==> config.mk <==
export PLATFORM = sky130hd
export DESIGN_NAME = debug_loader
export DESIGN_NICKNAME = d
export VERILOG_FILES = /design/src/rtl/mips_dbg_pkg.sv /design/src/rtl/byte_to_word.sv /design/src/rtl/debug_loader.sv
export SDC_FILE = /design/constraint.sdc
export NUM_CORES = 1
export LEC_CHECK = 0
export CORE_ASPECT_RATIO = 1.75
export CORE_UTILIZATION = 30
export CTS_CLUSTER_SIZE = 24
export DETAILED_ROUTE_END_ITERATION = 10
export GPL_ROUTABILITY_DRIVEN = 1
export SLEW_MARGIN = 10
export SYNTH_ARGS = -nofsm -noshare
export SYNTH_HDL_FRONTEND = slang
export SYNTH_HIERARCHICAL = 1
export SYNTH_SLANG_ARGS = --single-unit
==> constraint.sdc <==
create_clock -name clk -period 2.55 [get_ports clk]
set_input_delay 0.3825 -clock clk [delete_from_list [all_inputs] [get_ports clk]]
set_output_delay 0.3825 -clock clk [all_outputs]
set_load 0.02 [all_outputs]
==> src/rtl/mips_dbg_pkg.sv <==
// Shared command/ack codes and loader FSM states for the MIPS debug loader.
// Latency: n/a (definitions only).
// Backpressure: n/a.
package mips_dbg_pkg;

    localparam logic [7:0] CMD_LOAD = 8'h01;
    localparam logic [7:0] CMD_RUN  = 8'h02;
    localparam logic [7:0] CMD_STEP = 8'h03;
    localparam logic [7:0] CMD_HALT = 8'h04;

    localparam logic [7:0] ACK_LOAD = 8'hA1;
    localparam logic [7:0] ACK_RUN  = 8'hA2;
    localparam logic [7:0] ACK_STEP = 8'hA3;
    localparam logic [7:0] ACK_HALT = 8'hA4;
    localparam logic [7:0] ACK_ERR  = 8'hEE;

    typedef enum logic [2:0] {
        IDLE,
        L_CNT,
        L_BYTE,
        WR,
        L_CHK,
        STEP,
        ACK
    } state_t;

endpackage

==> src/rtl/byte_to_word.sv <==
// Packs a byte stream into 32-bit words, first byte lands in bits [31:24].
// Latency: word_dat updates on the edge accepting each byte; word_done is high in the 4th byte's accept cycle.
// Backpressure: none; every byte_vld is consumed.
module byte_to_word (
    input  logic        clk,
    input  logic        rst,
    input  logic        clr,
    input  logic        byte_vld,
    input  logic [7:0]  byte_dat,
    output logic        word_done,
    output logic [31:0] word_dat
);

    logic [1:0] byte_cnt;

    assign word_done = byte_vld && (byte_cnt == 2'd3);

    always_ff @(posedge clk or negedge rst) begin
        if (!rst) begin
            byte_cnt <= '0;
            word_dat <= '0;
        end else if (clr) begin
            byte_cnt <= '0;
            word_dat <= '0;
        end else if (byte_vld) begin
            byte_cnt <= byte_cnt + 2'd1;
            word_dat <= {word_dat[23:0], byte_dat};
        end
    end

endmodule

==> src/rtl/debug_loader.sv <==
// UART-command loader: writes instruction memory, controls core stall, acks every command.
// Latency: write strobe 1 cycle after 4th byte of a word; ack follows command/last byte by 1-2 cycles.
// Backpressure: none on rx (bytes in WR/ACK dropped); ack held until i_ack_ready. DEBUG_LOADER_CHECKSUM_EN adds an XOR checksum byte.
module debug_loader
    import mips_dbg_pkg::*;
#(
    parameter int IMEM_WORDS = 256,
    parameter int ADDR_W     = 32
) (
    input  logic              clk,
    input  logic              rst,
    input  logic [7:0]        i_rx_data,
    input  logic              i_rx_valid,
    output logic              o_imem_we,
    output logic [ADDR_W-1:0] o_imem_addr,
    output logic [31:0]       o_imem_data,
    output logic              o_stall,
    output logic              o_core_rst,
    output logic              o_ack_valid,
    output logic [7:0]        o_ack_data,
    input  logic              i_ack_ready,
    output logic              o_busy
);

    localparam int IDX_W = $clog2(IMEM_WORDS);

    state_t           state;
    logic [IDX_W-1:0] word_idx;
    logic [7:0]       words_left;
    logic             b2w_clr;
    logic             b2w_vld;
    logic             word_done;
    logic [31:0]      word_dat;
`ifdef DEBUG_LOADER_CHECKSUM_EN
    logic [7:0]       chk_acc;
`endif

    assign b2w_clr     = i_rx_valid && (state == IDLE) && (i_rx_data == CMD_LOAD);
    assign b2w_vld     = i_rx_valid && (state == L_BYTE);
    assign o_imem_data = word_dat;
    assign o_busy      = (state != IDLE);

    byte_to_word u_byte_to_word (
        .clk       (clk),
        .rst       (rst),
        .clr       (b2w_clr),
        .byte_vld  (b2w_vld),
        .byte_dat  (i_rx_data),
        .word_done (word_done),
        .word_dat  (word_dat)
    );

    always_ff @(posedge clk or negedge rst) begin
        if (!rst) begin
            state       <= IDLE;
            word_idx    <= '0;
            words_left  <= '0;
            o_imem_we   <= 1'b0;
            o_imem_addr <= '0;
            o_stall     <= 1'b1;
            o_core_rst  <= 1'b0;
            o_ack_valid <= 1'b0;
            o_ack_data  <= '0;
`ifdef DEBUG_LOADER_CHECKSUM_EN
            chk_acc     <= '0;
`endif
        end else begin
            o_imem_we  <= 1'b0;
            o_core_rst <= 1'b0;
            case (state)
                IDLE: begin
                    if (i_rx_valid) begin
                        case (i_rx_data)
                            CMD_LOAD: begin
                                o_stall  <= 1'b1;
                                word_idx <= '0;
                                state    <= L_CNT;
                            end
                            CMD_RUN: begin
                                o_stall     <= 1'b0;
                                o_ack_valid <= 1'b1;
                                o_ack_data  <= ACK_RUN;
                                state       <= ACK;
                            end
                            CMD_STEP: begin
                                o_stall <= 1'b0;
                                state   <= STEP;
                            end
                            CMD_HALT: begin
                                o_stall     <= 1'b1;
                                o_ack_valid <= 1'b1;
                                o_ack_data  <= ACK_HALT;
                                state       <= ACK;
                            end
                            default: begin
                                o_ack_valid <= 1'b1;
                                o_ack_data  <= ACK_ERR;
                                state       <= ACK;
                            end
                        endcase
                    end
                end
                L_CNT: begin
                    if (i_rx_valid) begin
                        if (i_rx_data == 8'd0) begin
                            o_ack_valid <= 1'b1;
                            o_ack_data  <= ACK_LOAD;
                            state       <= ACK;
                        end else if (32'(i_rx_data) > IMEM_WORDS) begin
                            o_ack_valid <= 1'b1;
                            o_ack_data  <= ACK_ERR;
                            state       <= ACK;
                        end else begin
                            words_left <= i_rx_data;
                            state      <= L_BYTE;
`ifdef DEBUG_LOADER_CHECKSUM_EN
                            chk_acc    <= '0;
`endif
                        end
                    end
                end
                L_BYTE: begin
`ifdef DEBUG_LOADER_CHECKSUM_EN
                    if (i_rx_valid)
                        chk_acc <= chk_acc ^ i_rx_data;
`endif
                    if (word_done) begin
                        o_imem_we   <= 1'b1;
                        o_imem_addr <= ADDR_W'({word_idx, 2'b00});
                        state       <= WR;
                    end
                end
                WR: begin
                    word_idx   <= word_idx + 1'b1;
                    words_left <= words_left - 8'd1;
                    if (words_left == 8'd1) begin
`ifdef DEBUG_LOADER_CHECKSUM_EN
                        state       <= L_CHK;
`else
                        o_core_rst  <= 1'b1;
                        o_ack_valid <= 1'b1;
                        o_ack_data  <= ACK_LOAD;
                        state       <= ACK;
`endif
                    end else begin
                        state <= L_BYTE;
                    end
                end
`ifdef DEBUG_LOADER_CHECKSUM_EN
                L_CHK: begin
                    if (i_rx_valid) begin
                        // a bad checksum leaves the core held in reset-free stall
                        o_core_rst  <= (i_rx_data == chk_acc);
                        o_ack_valid <= 1'b1;
                        o_ack_data  <= (i_rx_data == chk_acc) ? ACK_LOAD : ACK_ERR;
                        state       <= ACK;
                    end
                end
`endif
                STEP: begin
                    o_stall     <= 1'b1;
                    o_ack_valid <= 1'b1;
                    o_ack_data  <= ACK_STEP;
                    state       <= ACK;
                end
                ACK: begin
                    if (i_ack_ready) begin
                        o_ack_valid <= 1'b0;
                        state       <= IDLE;
                    end
                end
                default: state <= IDLE;
            endcase
        end
    end

endmodule
### Routed metal, one color a layer

Only two layers are drawn.
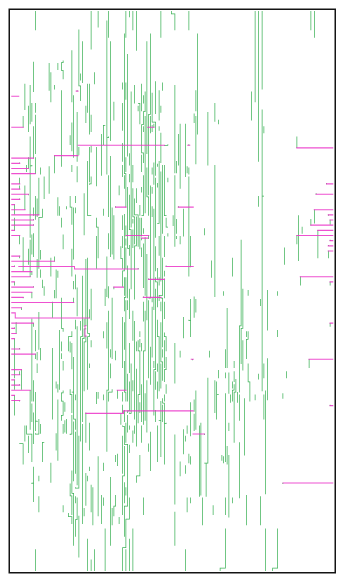
[M2] green | wire length: 4200 µm
[M3] magenta | wire length: 378 µm
Post-Route WL: 8.11 mm
Vias: 2614
All-Layer GR Usage: 13.6%
routed len/inst: 14.9 µm

### Wires at chosen ports, followed through buffers

Scale bar: 20 µm.
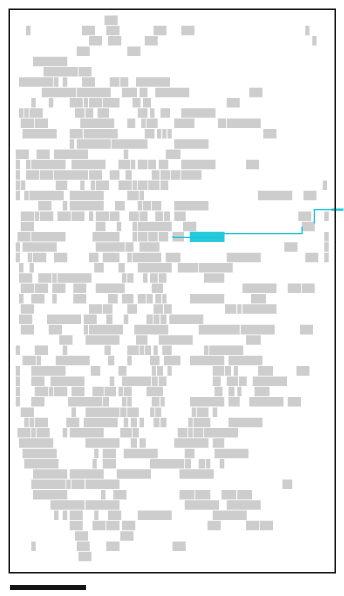
[`o_ack_valid`] cyan | direction: output | end cells: 1 | buffers: 1 | wire: 44.5 µm
# IOs: 89
IO Port Bufs: 63

==> results_dict.tcl <==
# implementation run metrics
set metrics [dict create \
    outcome "finished clean" \
    ff2ff_setup_slack_ps 560 \
    maxSlewHeadroom_pct 42.0 \
    rsz0062_at_grt "false" \
    ys_async_sr_fraction_pct 100 \
    synthCells 340 \
    cts_tree "done" \
    power_sequential_uw 2100 \
    synth_warnings 6 \
    period_minus_slack_ps 2380 \
    fp_util_pct 30.7 \
    p_clk_uw 1270 \
    netlist_area_um2 3660 \
    area_growth_pct 25.7 \
    crit_start "state[0]$_DFFE_PN0P_" \
    clock_skew_ps 5.61 \
    dp_hpwl_mm 5.91 \
    critPathKind "flip-flop to output port" \
    critPathRequiredTime_ps 2170 \
    largest-register "u_byte_to_word/word_dat" \
    setup_violations 0 \
    core_um2 11900 \
    edf_count 0 \
    num_rows 53 \
]
-- layout by cell type, fill, tap and decap left out, types with 4 or more instances in the layout --
| cell type | count |
|---|---|
| a211oi_1 | 5 |
| a21oi_1 | 10 |
| buf_4 | 11 |
| clkbuf_16 | 9 |
| clkdlybuf4s50_1 | 62 |
| conb_1 | 25 |
| dfrtp_1 | 69 |
| ha_1 | 4 |
| inv_1 | 5 |
| mux2_1 | 8 |
| mux2_4 | 4 |
| mux2i_1 | 33 |
| nand2_1 | 7 |
| nand2b_1 | 6 |
| nand3_1 | 4 |
| nor2_1 | 62 |
| o21ai_1 | 9 |
| o22a_1 | 5 |
| xor2_1 | 6 |
-- layout make-up --
cell class,count,area (µm²),share of cell area (%)
Sequential cell,70,1750,38.0
Multi-Input combinational cell,243,1640,35.5
Timing Repair Buffer,74,723,15.7
Clock buffer,9,225,4.89
Tap cell,137,171,3.72
Clock inverter,7,81.3,1.76
Inverter,5,18.8,0.407
-- kinds of logic (layout without fill, tap and decap cells) --
logic type,count (synthesis),after routing
AOI/OAI and AO/OA,49,49
xor gates and xnor gates,9,9
adders and majority gates,4,4
buffers and inverters,51,95
DFF,70,70
muxes,45,45
other,1,25
and+or+nand+nor,111,111
-- metrics by stage --
step / setup WS, ps / hold WS (ps) / cell area [µm²]
after detailed placement: 124 / 475 / 4300
final: 169 / 168 / 4610
after global placement: 139 / 476 / 4300
after floorplan: 424 / 86.9 / 3750
after global routing: 109 / 250 / 4610
after CTS: 167 / 209 / 4610
-- per-layer routing --
layer	global-route usage [%]	up-vias	part of all wire, %
met1	15.8	1264	41
met5	0	-	0
met3	3.11	15	4.7
li1	-	1251	-
met2	23.2	84	52
met4	6.75	0	2.3
